==> src/rtl/min_sec_counter_if.sv <==
// Button and display bundle for the minutes:seconds stopwatch.
// Buttons are plain levels, sampled every clock; there is no valid/ready handshake.
// The counter acts on the 0->1 transition of a button level. Display outputs are
// registered and valid in every cycle after reset.
interface min_sec_counter_if;
  logic       start_i;
  logic       clr_i;
  logic       lap_i;
  logic [5:0] min_o;
  logic [5:0] sec_o;
  logic       running_o;
  logic       wrap_o;
  logic       lapped_o;
  logic [1:0] state_dbg;

  modport master (
    output start_i, clr_i, lap_i,
    input  min_o, sec_o, running_o, wrap_o, lapped_o, state_dbg
  );

  modport slave (
    input  start_i, clr_i, lap_i,
    output min_o, sec_o, running_o, wrap_o, lapped_o, state_dbg
  );
endinterface

==> src/rtl/min_sec_counter.sv <==
// Minutes:seconds stopwatch with start/pause toggle, clear and an optional lap freeze.
// Define COUNTER_LAP_EN to compile in the lap-freeze display feature.
module min_sec_counter #(
  parameter int unsigned DIV = 100000000
) (
  input  logic             clk,
  input  logic             rst,
  min_sec_counter_if.slave bus
);
  localparam int unsigned PW = $clog2(DIV);
  localparam logic [PW-1:0] PRE_LAST = PW'(DIV - 1);

  typedef enum logic [1:0] {
    IDLE  = 2'd0,
    RUN   = 2'd1,
    PAUSE = 2'd2
  } state_t;

  state_t state_q, state_d;

`ifdef COUNTER_LAP_EN
  localparam int unsigned NB = 3;
  logic [NB-1:0] btn;
  assign btn = {bus.lap_i, bus.clr_i, bus.start_i};
`else
  localparam int unsigned NB = 2;
  logic [NB-1:0] btn;
  logic          unused_lap;
  assign btn        = {bus.clr_i, bus.start_i};
  assign unused_lap = bus.lap_i;
`endif

  // btn_blk masks a button that was already high when reset was applied,
  // so it must be seen low once before its next rise counts.
  logic [NB-1:0] btn_q, btn_blk, rise;
  logic          start_rise, clr_rise;

  assign rise       = btn & ~btn_q & ~btn_blk;
  assign start_rise = rise[0];
  assign clr_rise   = rise[1];

  always_ff @(posedge clk) begin
    if (rst) begin
      btn_q   <= '0;
      btn_blk <= btn;
    end else begin
      btn_q   <= btn;
      btn_blk <= btn_blk & btn;
    end
  end

  always_ff @(posedge clk) begin
    if (rst) state_q <= IDLE;
    else     state_q <= state_d;
  end

  always_comb begin : fsm_next
    state_d = state_q;
    if (clr_rise) begin
      state_d = IDLE;
    end else if (start_rise) begin
      case (state_q)
        IDLE:    state_d = RUN;
        RUN:     state_d = PAUSE;
        PAUSE:   state_d = RUN;
        default: state_d = IDLE;
      endcase
    end
  end

  logic [PW-1:0] pre_q, pre_d;
  logic [5:0]    sec_q, sec_d, min_q, min_d;
  logic          wrap_q, wrap_d, tick;

  // The prescaler advances on every edge that starts in RUN, including the
  // edge that pauses, so a tick landing on a pause edge is still counted.
  always_comb begin : count_next
    tick   = (state_q == RUN) && (pre_q == PRE_LAST);
    pre_d  = pre_q;
    sec_d  = sec_q;
    min_d  = min_q;
    wrap_d = 1'b0;
    if (state_q == RUN) pre_d = tick ? '0 : pre_q + PW'(1);
    if (tick) begin
      if (sec_q == 6'd59) begin
        sec_d = 6'd0;
        if (min_q == 6'd59) begin
          min_d  = 6'd0;
          wrap_d = 1'b1;
        end else begin
          min_d = min_q + 6'd1;
        end
      end else begin
        sec_d = sec_q + 6'd1;
      end
    end
    if (clr_rise) begin
      pre_d  = '0;
      sec_d  = 6'd0;
      min_d  = 6'd0;
      wrap_d = 1'b0;
    end
  end

  logic lapped_q, lapped_d;

`ifdef COUNTER_LAP_EN
  always_comb begin : lap_next
    lapped_d = lapped_q;
    if (clr_rise)                          lapped_d = 1'b0;
    else if (rise[2] && (state_q != IDLE)) lapped_d = ~lapped_q;
  end
`else
  assign lapped_d = 1'b0;
`endif

  // While not frozen the display registers load the same next value as the
  // count, so they always equal it; freezing simply stops the load.
  logic [5:0] min_disp, sec_disp;

  always_ff @(posedge clk) begin
    if (rst) begin
      pre_q    <= '0;
      sec_q    <= 6'd0;
      min_q    <= 6'd0;
      wrap_q   <= 1'b0;
      lapped_q <= 1'b0;
      min_disp <= 6'd0;
      sec_disp <= 6'd0;
    end else begin
      pre_q    <= pre_d;
      sec_q    <= sec_d;
      min_q    <= min_d;
      wrap_q   <= wrap_d;
      lapped_q <= lapped_d;
      if (!lapped_d) begin
        min_disp <= min_d;
        sec_disp <= sec_d;
      end
    end
  end

  assign bus.min_o     = min_disp;
  assign bus.sec_o     = sec_disp;
  assign bus.running_o = (state_q == RUN);
  assign bus.wrap_o    = wrap_q;
  assign bus.lapped_o  = lapped_q;
  assign bus.state_dbg = state_q;
endmodule

==> src/flat_wrapper.sv <==
// flat-port wrapper written by rule: the top's interface ports become plain ports
module min_sec_counter_flat 
#(
  parameter int unsigned DIV = 100000000
)
  (clk, rst, bus_start_i, bus_clr_i, bus_lap_i, bus_min_o, bus_sec_o, bus_running_o, bus_wrap_o, bus_lapped_o, bus_state_dbg);
  min_sec_counter_if bus_i ();
  input  logic clk;
  input  logic rst;
  input wire logic [$bits(bus_i.start_i)-1:0] bus_start_i;
  input wire logic [$bits(bus_i.clr_i)-1:0] bus_clr_i;
  input wire logic [$bits(bus_i.lap_i)-1:0] bus_lap_i;
  output wire logic [$bits(bus_i.min_o)-1:0] bus_min_o;
  output wire logic [$bits(bus_i.sec_o)-1:0] bus_sec_o;
  output wire logic [$bits(bus_i.running_o)-1:0] bus_running_o;
  output wire logic [$bits(bus_i.wrap_o)-1:0] bus_wrap_o;
  output wire logic [$bits(bus_i.lapped_o)-1:0] bus_lapped_o;
  output wire logic [$bits(bus_i.state_dbg)-1:0] bus_state_dbg;
  assign bus_i.start_i = bus_start_i;
  assign bus_i.clr_i = bus_clr_i;
  assign bus_i.lap_i = bus_lap_i;
  assign bus_min_o = bus_i.min_o;
  assign bus_sec_o = bus_i.sec_o;
  assign bus_running_o = bus_i.running_o;
  assign bus_wrap_o = bus_i.wrap_o;
  assign bus_lapped_o = bus_i.lapped_o;
  assign bus_state_dbg = bus_i.state_dbg;
  min_sec_counter #(.DIV(DIV)) u_core (.clk(clk), .rst(rst), .bus(bus_i));
endmodule
==> config.mk <==
export PLATFORM = sky130hd
export DESIGN_NAME = min_sec_counter_flat
export DESIGN_NICKNAME = d
export VERILOG_FILES = /design/src/rtl/min_sec_counter_if.sv /design/src/rtl/min_sec_counter.sv /design/src/flat_wrapper.sv
export SDC_FILE = /design/constraint.sdc
export NUM_CORES = 1
export LEC_CHECK = 0
export CORE_MARGIN = 1
export CORE_UTILIZATION = 50
export DETAILED_ROUTE_END_ITERATION = 6
export PLACE_DENSITY = 0.72
export SYNTH_ARGS = -nofsm -noshare
export SYNTH_HDL_FRONTEND = slang
export SYNTH_SLANG_ARGS = --single-unit
export TNS_END_PERCENT = 10
==> constraint.sdc <==
create_clock -name clk -period 4.14 [get_ports clk]
set_input_delay 0.414 -clock clk [delete_from_list [all_inputs] [get_ports clk]]
set_output_delay 0.414 -clock clk [all_outputs]
set_load 0.03 [all_outputs]
==> run_1/registers.png <==
The bar under the picture is 20 um long.
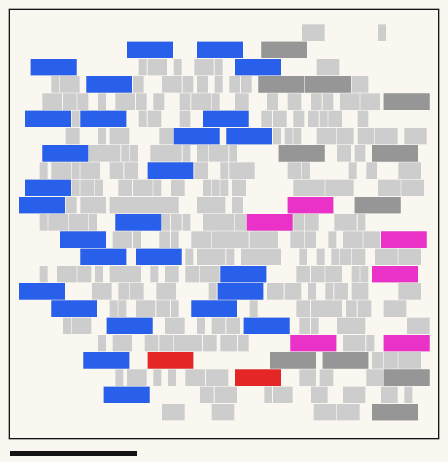
red -> `u_core.bus.state_dbg`  # placed flops 2
blue -> `u_core.pre_q`  # placed flops 27
magenta -> `u_core.sec_q`  # placed flops 6, where right middle
Sequential cell area: 921 um2
sequential portion of the cell area: 37.4%

==> run_1/density.png <==
The bar under the picture is 20 um long. 7 x 7 tiles, from white (low) to dark blue (high), 0 to 100% covered.
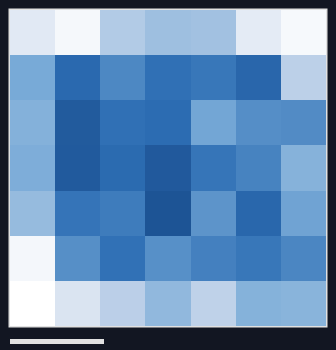
emptiest ninth of the die = bottom left
fullest tile = 86%
nearly empty tiles = 2.0%
densest ninth of the die = middle
tiles over 75% full = 18%
initial standard-cell utilization of the core: 52.9%
final core utilization: 60.7%
Placeable Area: 0.00406 mm2

==> run notes, run 1 <==
Observations from the implementation run.

Outcome:
- The run finished with clean final reports.

Routing:
- The run gives the met3 layer wire length in the routed design as between 100 and 150 um.
- The run gives the uppermost metal layer occupied by signal nets as met4.
- In the detailed route, the total length drawn on met2 is 1750 um.
- The post-route report lists met1 wire length as a little over 2000 um.
- The run puts the residual DRC count at 0.

CTS:
- The run puts the number of clock sinks at ~46.
- The run puts the cts-stage hold buffer count at 0.

Synth:
- The run gives the post-synthesis instance area as approximately 0.0021 mm2.
- The run gives the number of standard cells reported by yosys as 247.
- By count the netlist is led by 46 x sky130_fd_sc_hd__dfxtp_1, 41 x sky130_fd_sc_hd__nor2_1, 19 x sky130_fd_sc_hd__xor2_1.
- The run gives the count of unique library cells instantiated by Yosys as about 42.
- The run puts the post-synth net total at between 200 and 300.

Job:
- Max-cap violations in this run came to 0.

Timing:
- The run puts the achievable clock frequency at between 300 and 400 MHz.
- The slew check shows that the tightest pin keeps a relative margin of between 40 and 50%.
- The run gives the post-route worst setup slack as around 1.6 ns.

Cells and area:
- The run gives the share of final-layout standard cells stronger than drive strength 1 as around 4.5%.

Worst setup path:
- Among cell families on the critical path, the largest total delay comes from simple AND/OR/NAND/NOR gates.
- Looking at the critical path, the single cell with the biggest stage delay is sky130_fd_sc_hd__nand2_1.

Global routing:
- The run gives the number of global-route vias before repair as around 1,500.
- The run puts the number of antenna violations at the first check in global routing at 0.
- The run gives the routing usage on met1 as 27.0%.
- The run gives the global route total overflow as 0.

Power and ir drop:
- The run puts the highest ir drop seen on vdd at around 240 uV.
- The run gives the standby leakage power as 0.824 nW.
- The run gives the fraction of power consumed by the clock network as 40.7%.
- The sequential power reported by the tool is 0.449 mW.
- The run gives the power in the clock group as approximately 0.33 mW.
==> run_1/port_nets.png <==
The bar under the picture is 20 um long.
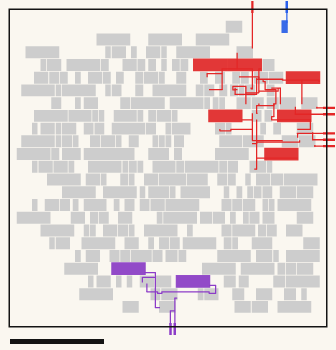
purple -> `bus_state_dbg`  # bits 2, direction output, edge bottom, end cells 2, buffers 2, wire 44.9 um
red -> `bus_min_o`  # bits 6, direction output, edge 5 right, 1 top, end cells 6, buffers 6, wire 197 um
blue -> `bus_lapped_o`  # bits 1, direction output, edge top, end cells 1, buffers 0, wire 2.50 um
Port-buffer cells: 19
IO Pins: 22

## run 1: sequential cells by signal (all words and copies together) (netlist names)
register,count
u_core.pre_q,27
u_core.min_q,6
u_core.sec_q,6
u_core.btn_blk,2
u_core.btn_q,2
u_core.bus.state_dbg,2
u_core.bus.wrap_o,1
## run 1: cell usage in the layout (no fill, tap or decap), types with 5 or more instances in the layout
cell                               n
sky130_fd_sc_hd__nand2_1          17
sky130_fd_sc_hd__clkdlybuf4s50_1  19
sky130_fd_sc_hd__o21ai_0           5
sky130_fd_sc_hd__xor2_1           19
sky130_fd_sc_hd__dfxtp_1          46
sky130_fd_sc_hd__and3_1            7
sky130_fd_sc_hd__nand3_1          15
sky130_fd_sc_hd__clkbuf_8          5
sky130_fd_sc_hd__xnor2_1           6
sky130_fd_sc_hd__or3_1             6
sky130_fd_sc_hd__a21oi_1          10
sky130_fd_sc_hd__nor2_1           41
sky130_fd_sc_hd__nand4_1          11
sky130_fd_sc_hd__nor2b_1           6
## run 1: logic make-up (layout without fill, tap and decap cells)
logic type	after synthesis	in the layout	synth area share, %
other	1	1	0.175
AND/OR/NAND/NOR	130	130	33.5
XOR/XNOR	25	25	10.2
adder cells (fa/ha/maj)	3	3	1.75
AND-OR/OR-AND	26	26	7.41
buffers and inverters	13	31	2.57
flip-flops	46	46	42.9
multiplexers	3	3	1.40
## run 1: path summary, 6_finish.rpt
check	start	endpoint	slack (ns)	cells past startpoint
worst min-delay path	u_core.btn_blk[1]	u_core.btn_blk[1]	0.46	1
worst max-delay path	u_core.pre_q[0]	u_core.pre_q[7]	1.59	6
worst max register to register	u_core.pre_q[0]	u_core.pre_q[7]	1.59	6
worst min register to register	u_core.btn_blk[1]	u_core.btn_blk[1]	0.46	1
==> run 2, diff against run 1 <==
- clock period: 4.14 -> 2.4 ns (I/O delays scaled with it)
==> run_2/final_placement.png <==
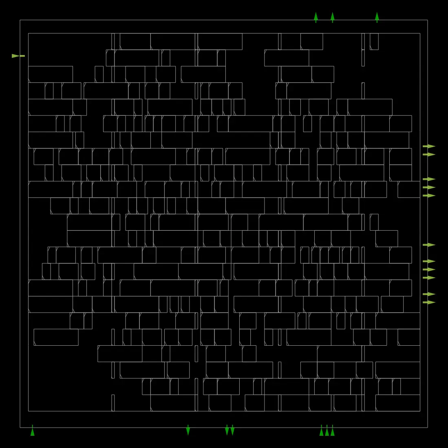
final core utilization: 61.3%
final non-filler cell total: 321
number of tapcells: 50
layout sequential cell count: 46
number of inserted filler cells in the final layout: 371

==> run notes, run 2 <==
Observations from the implementation run.

Outcome:
- The run finished with clean final reports.

Global routing:
- The number of antenna violations at the first check in global routing is 0.
- After global routing the overflow that remains totals 0.
- The run puts the number of global-route vias before repair at 1,556.

Floorplan:
- The run puts the count of pins on the block boundary at 22.
- The run gives the placeable core area as 0.00406 mm2.

Timing:
- The run puts the post-route worst setup slack at between 0.3 and 0.4 ns.
- The run gives the achievable clock frequency as 490 MHz.

CTS:
- The run gives the number of clock sinks as approximately 46.
- The number of hold buffers added after CTS was 0.

Power and ir drop:
- The analysis reports a worst IR drop on VDD of roughly 400 uV.
- Of the total power, the clock network draws around a third.
- For this design the static power due to leakage is approximately 0.85 nW.

Worst setup path:
- Broken down by cell family, the worst path's largest delay share belongs to simple AND/OR/NAND/NOR gates.

Synth:
- The run puts the post-synth net total at around 260.
- The run puts the count of unique library cells instantiated by Yosys at around 42.
- The run gives the number of standard cells reported by yosys as 247.
- The run puts the post-synthesis instance area at 0.00214 mm2.

Cells and area:
- The run gives the top logic cell by instance count in the layout as sky130_fd_sc_hd__dfxtp_1.
- The run gives the register with the most flip-flops as u_core.pre_q.
- The most common logic cells in the final layout are 46 x sky130_fd_sc_hd__dfxtp_1, 41 x sky130_fd_sc_hd__nor2_1, 19 x sky130_fd_sc_hd__xor2_1, 19 x sky130_fd_sc_hd__clkdlybuf4s50_1, 17 x sky130_fd_sc_hd__nand2_1.
- The run gives the number of flip-flops in the largest register as 27.

Job:
- The tool flagged a number of max-cap violations equal to 0.

Routing:
- The run puts the residual DRC count at 0.
## run 2: per-layer routing
layer | GRT usage [%] | share of wire, % | vias up
li1 | - | - | 908
met1 | 24.8 | 48 | 821
met2 | 32.2 | 46 | 32
met3 | 6.93 | 4.2 | 6
met4 | 8.24 | 1.6 | 0
met5 | 0 | 0 | -
## run 2: area by class of cell
class                           instances  area share (%)
Multi-Input combinational cell        188            47.0
Tap cell                               50            2.52
Sequential cell                        46            37.0
Clock buffer                            7            3.07
Inverter                                4           0.604
Timing Repair Buffer                   26            9.76
## run 2: kinds of logic after synthesis
kind of cell / Yosys count / share of synthesized area, %
adder cells (fa/ha/maj): 3 / 1.75
multiplexers: 3 / 1.40
flip-flops: 46 / 42.9
AND-OR/OR-AND: 26 / 7.41
XOR/XNOR: 25 / 10.2
AND/OR/NAND/NOR: 130 / 33.5
buffers and inverters: 13 / 2.57
other: 1 / 0.175
## run 2: final timing paths
kind	startpoint	to	slack (ns)	cells past startpoint
setup / recovery	u_core.pre_q[0]	u_core.min_q[2]	0.36	6
hold / removal	u_core.btn_blk[1]	u_core.btn_blk[1]	0.47	1
setup reg to reg	u_core.pre_q[0]	u_core.min_q[2]	0.36	6
hold reg to reg	u_core.btn_blk[1]	u_core.btn_blk[1]	0.47	1
## run 2: power by group through the flow
stage / Clock, mW / Combinational (mW) / Sequential, mW
6_report: 0.438 / 0.0614 / 0.774
5_1_grt: 0.492 / 0.0672 / 0.775
4_1_cts: 0.458 / 0.0624 / 0.774
3_5_place_dp: 0 / 0.0624 / 0.792
3_3_place_gp: 0 / 0.0612 / 0.792
2_1_floorplan: 0 / 0.0360 / 0.794
==> run 3, diff against run 2 <==
- SKIP_LAST_GASP: unset -> 1
==> run_3/registers.png <==
The bar under the picture is 20 um long.
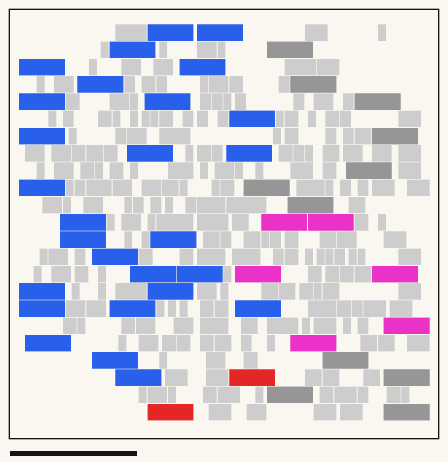
red -> `u_core.bus.state_dbg`  # placed flops 2
magenta -> `u_core.sec_q`  # placed flops 6
blue -> `u_core.pre_q`  # placed flops 27
sequential portion of the cell area: 37.0%
Power Sequential: 0.774 mW

==> run notes, run 3 <==
Observations from the implementation run.

Worst setup path:
- Across all register-to-register paths, the minimum setup slack is 0.36 ns.
- The cell family contributing the most delay on the critical path is simple AND/OR/NAND/NOR gates.
- The run gives the cell with the biggest individual delay on the critical path as sky130_fd_sc_hd__or4_1.

Cells and area:
- The run puts the total number of multi-input combinational cells at ~190.
- Cells fill about three fifths of the core in the end.
- The run puts the clock buffer count in the final layout at 7.
- In the layout the commonest cells are 46 x sky130_fd_sc_hd__dfxtp_1, 41 x sky130_fd_sc_hd__nor2_1, 19 x sky130_fd_sc_hd__xor2_1, 19 x sky130_fd_sc_hd__clkdlybuf4s50_1, 17 x sky130_fd_sc_hd__nand2_1.
- The layout report gives the multi-input gate share of total cell area as 47.0%.
- The register with the most flip-flops in the layout has 27 of them.
- Per the layout report, the design carries 4 non-clock inverters.
- The run gives the proportion of final cell area spent on non-clock buffers as 9.76%.
- The run gives the number of non-clock buffers in the layout as 26.
- The run puts the share of final-layout standard cells stronger than drive strength 1 at under 10%.
- The run gives the cell class ranked first by area as logic gates.
- The run gives the combined area of the multi-input logic cells as between 0.001 and 0.0015 mm2.
- Among logic cells in the layout, the one with the most instances is sky130_fd_sc_hd__dfxtp_1.
- The run puts the clock network area share at approximately 3%.
- The run gives the register with the most flip-flops as u_core.pre_q.
- Per the layout area report, the register area comes to ~920 um2.

Synth:
- Counting distinct cell types in the post-synthesis netlist gives between 40 and 50.
- The run puts the number of standard cells reported by yosys at approximately 250.
- The number of nets handed over by synthesis was 255.
- In this run the biggest area consumer among cell types represents approximately 43% of the synthesized area.
- The run gives the post-synthesis instance area as approximately 0.0021 mm2.
- For reference, the top cells by count after synthesis are 46 x sky130_fd_sc_hd__dfxtp_1, 41 x sky130_fd_sc_hd__nor2_1, 19 x sky130_fd_sc_hd__xor2_1.
- The run puts the post-synth area from yosys stat at approximately 0.0021 mm2.
- sky130_fd_sc_hd__dfxtp_1 takes more of the synthesized area than any other cell.

Floorplan:
- The run gives the total number of tap cells as ~50.
- The run puts the placeable core area at between 0.004 and 0.005 mm2.
- The run puts the count of pins on the block boundary at 22.
- The share of the core area taken by cells at floorplan is a little over half.

Routing:
- The DRC violation total left in the routed layout is recorded as 0.
- Once detail routing completed, the nets flagged for antenna violations numbered 0.

Global routing:
- The run puts the number of antenna violations at the first check in global routing at 0.
- The run puts the number of global-route vias before repair at roughly 1,600.

Power and ir drop:
- Combinational logic burns under 10% of the power.
- The run puts the fraction of power consumed by the clock network at between 30% and 40%.
- The power report puts the leakage power at 0.845 nW.
- The run puts the highest ir drop seen on vdd at just over 400 uV.

Job:
- The run gives the count of max-cap constraint violations as 0.

Outcome:
- The run finished with clean final reports.

CTS:
- Clock tree synthesis found a total of roughly 46 sinks.
- The run gives the cts-stage hold buffer count as 0.

Timing:
- The run gives the worst-case headroom to the max-slew limit as between 50 and 60%.
- The run puts the minimum clock period at a little over 2 ns.
- The run gives the achievable clock frequency as between 400 and 500 MHz.

Place:
- The run puts the port buffer count at 19.
[run 3: metrics by stage]
stage	hold WS (ns)	std cells	setup slack (ns)	total power, mW
detailed placement	0.458	314	0.372	0.854
finish	0.472	321	0.359	1.27
global route	0.504	321	0.188	1.33
floorplan	0.312	247	0.304	0.830
global placement	0.441	314	0.384	0.853
CTS	0.480	321	0.336	1.29
[run 3: logic make-up after synthesis]
logic type / after synthesis / synth area share (%)
muxes: 3 / 1.40
and+or+nand+nor: 130 / 33.5
AOI/OAI and AO/OA: 26 / 7.41
xor gates and xnor gates: 25 / 10.2
other: 1 / 0.175
adders and majority gates: 3 / 1.75
buffers and inverters: 13 / 2.57
DFF: 46 / 42.9
[run 3: layer usage]
metal | routed length [um] | vias up | track usage (%) | part of all wire [%]
li1 | - | 908 | - | -
met1 | 1940 | 821 | 24.8 | 48
met2 | 1830 | 32 | 32.2 | 46
met3 | 168 | 6 | 6.93 | 4.2
met4 | 65 | 0 | 8.24 | 1.6
met5 | 0 | - | 0 | 0
[run 3: path summary, 6_finish.rpt]
| check | cells past startpoint | start | to |
|---|---|---|---|
| worst max register to register | 6 | u_core.pre_q[0] | u_core.min_q[2] |
| worst min register to register | 1 | u_core.btn_blk[1] | u_core.btn_blk[1] |
| worst max-delay path | 6 | u_core.pre_q[0] | u_core.min_q[2] |
| worst min-delay path | 1 | u_core.btn_blk[1] | u_core.btn_blk[1] |
[run 3: power groups by stage]
| stage | clock (mW) | sequential (mW) | combinational [mW] |
|---|---|---|---|
| floorplan | 0 | 0.794 | 0.0360 |
| global placement | 0 | 0.792 | 0.0612 |
| detailed placement | 0 | 0.792 | 0.0624 |
| CTS | 0.458 | 0.774 | 0.0624 |
| global route | 0.492 | 0.775 | 0.0672 |
| finish | 0.438 | 0.774 | 0.0614 |
No activity file was given, so power comes from the tool's default toggle rates.
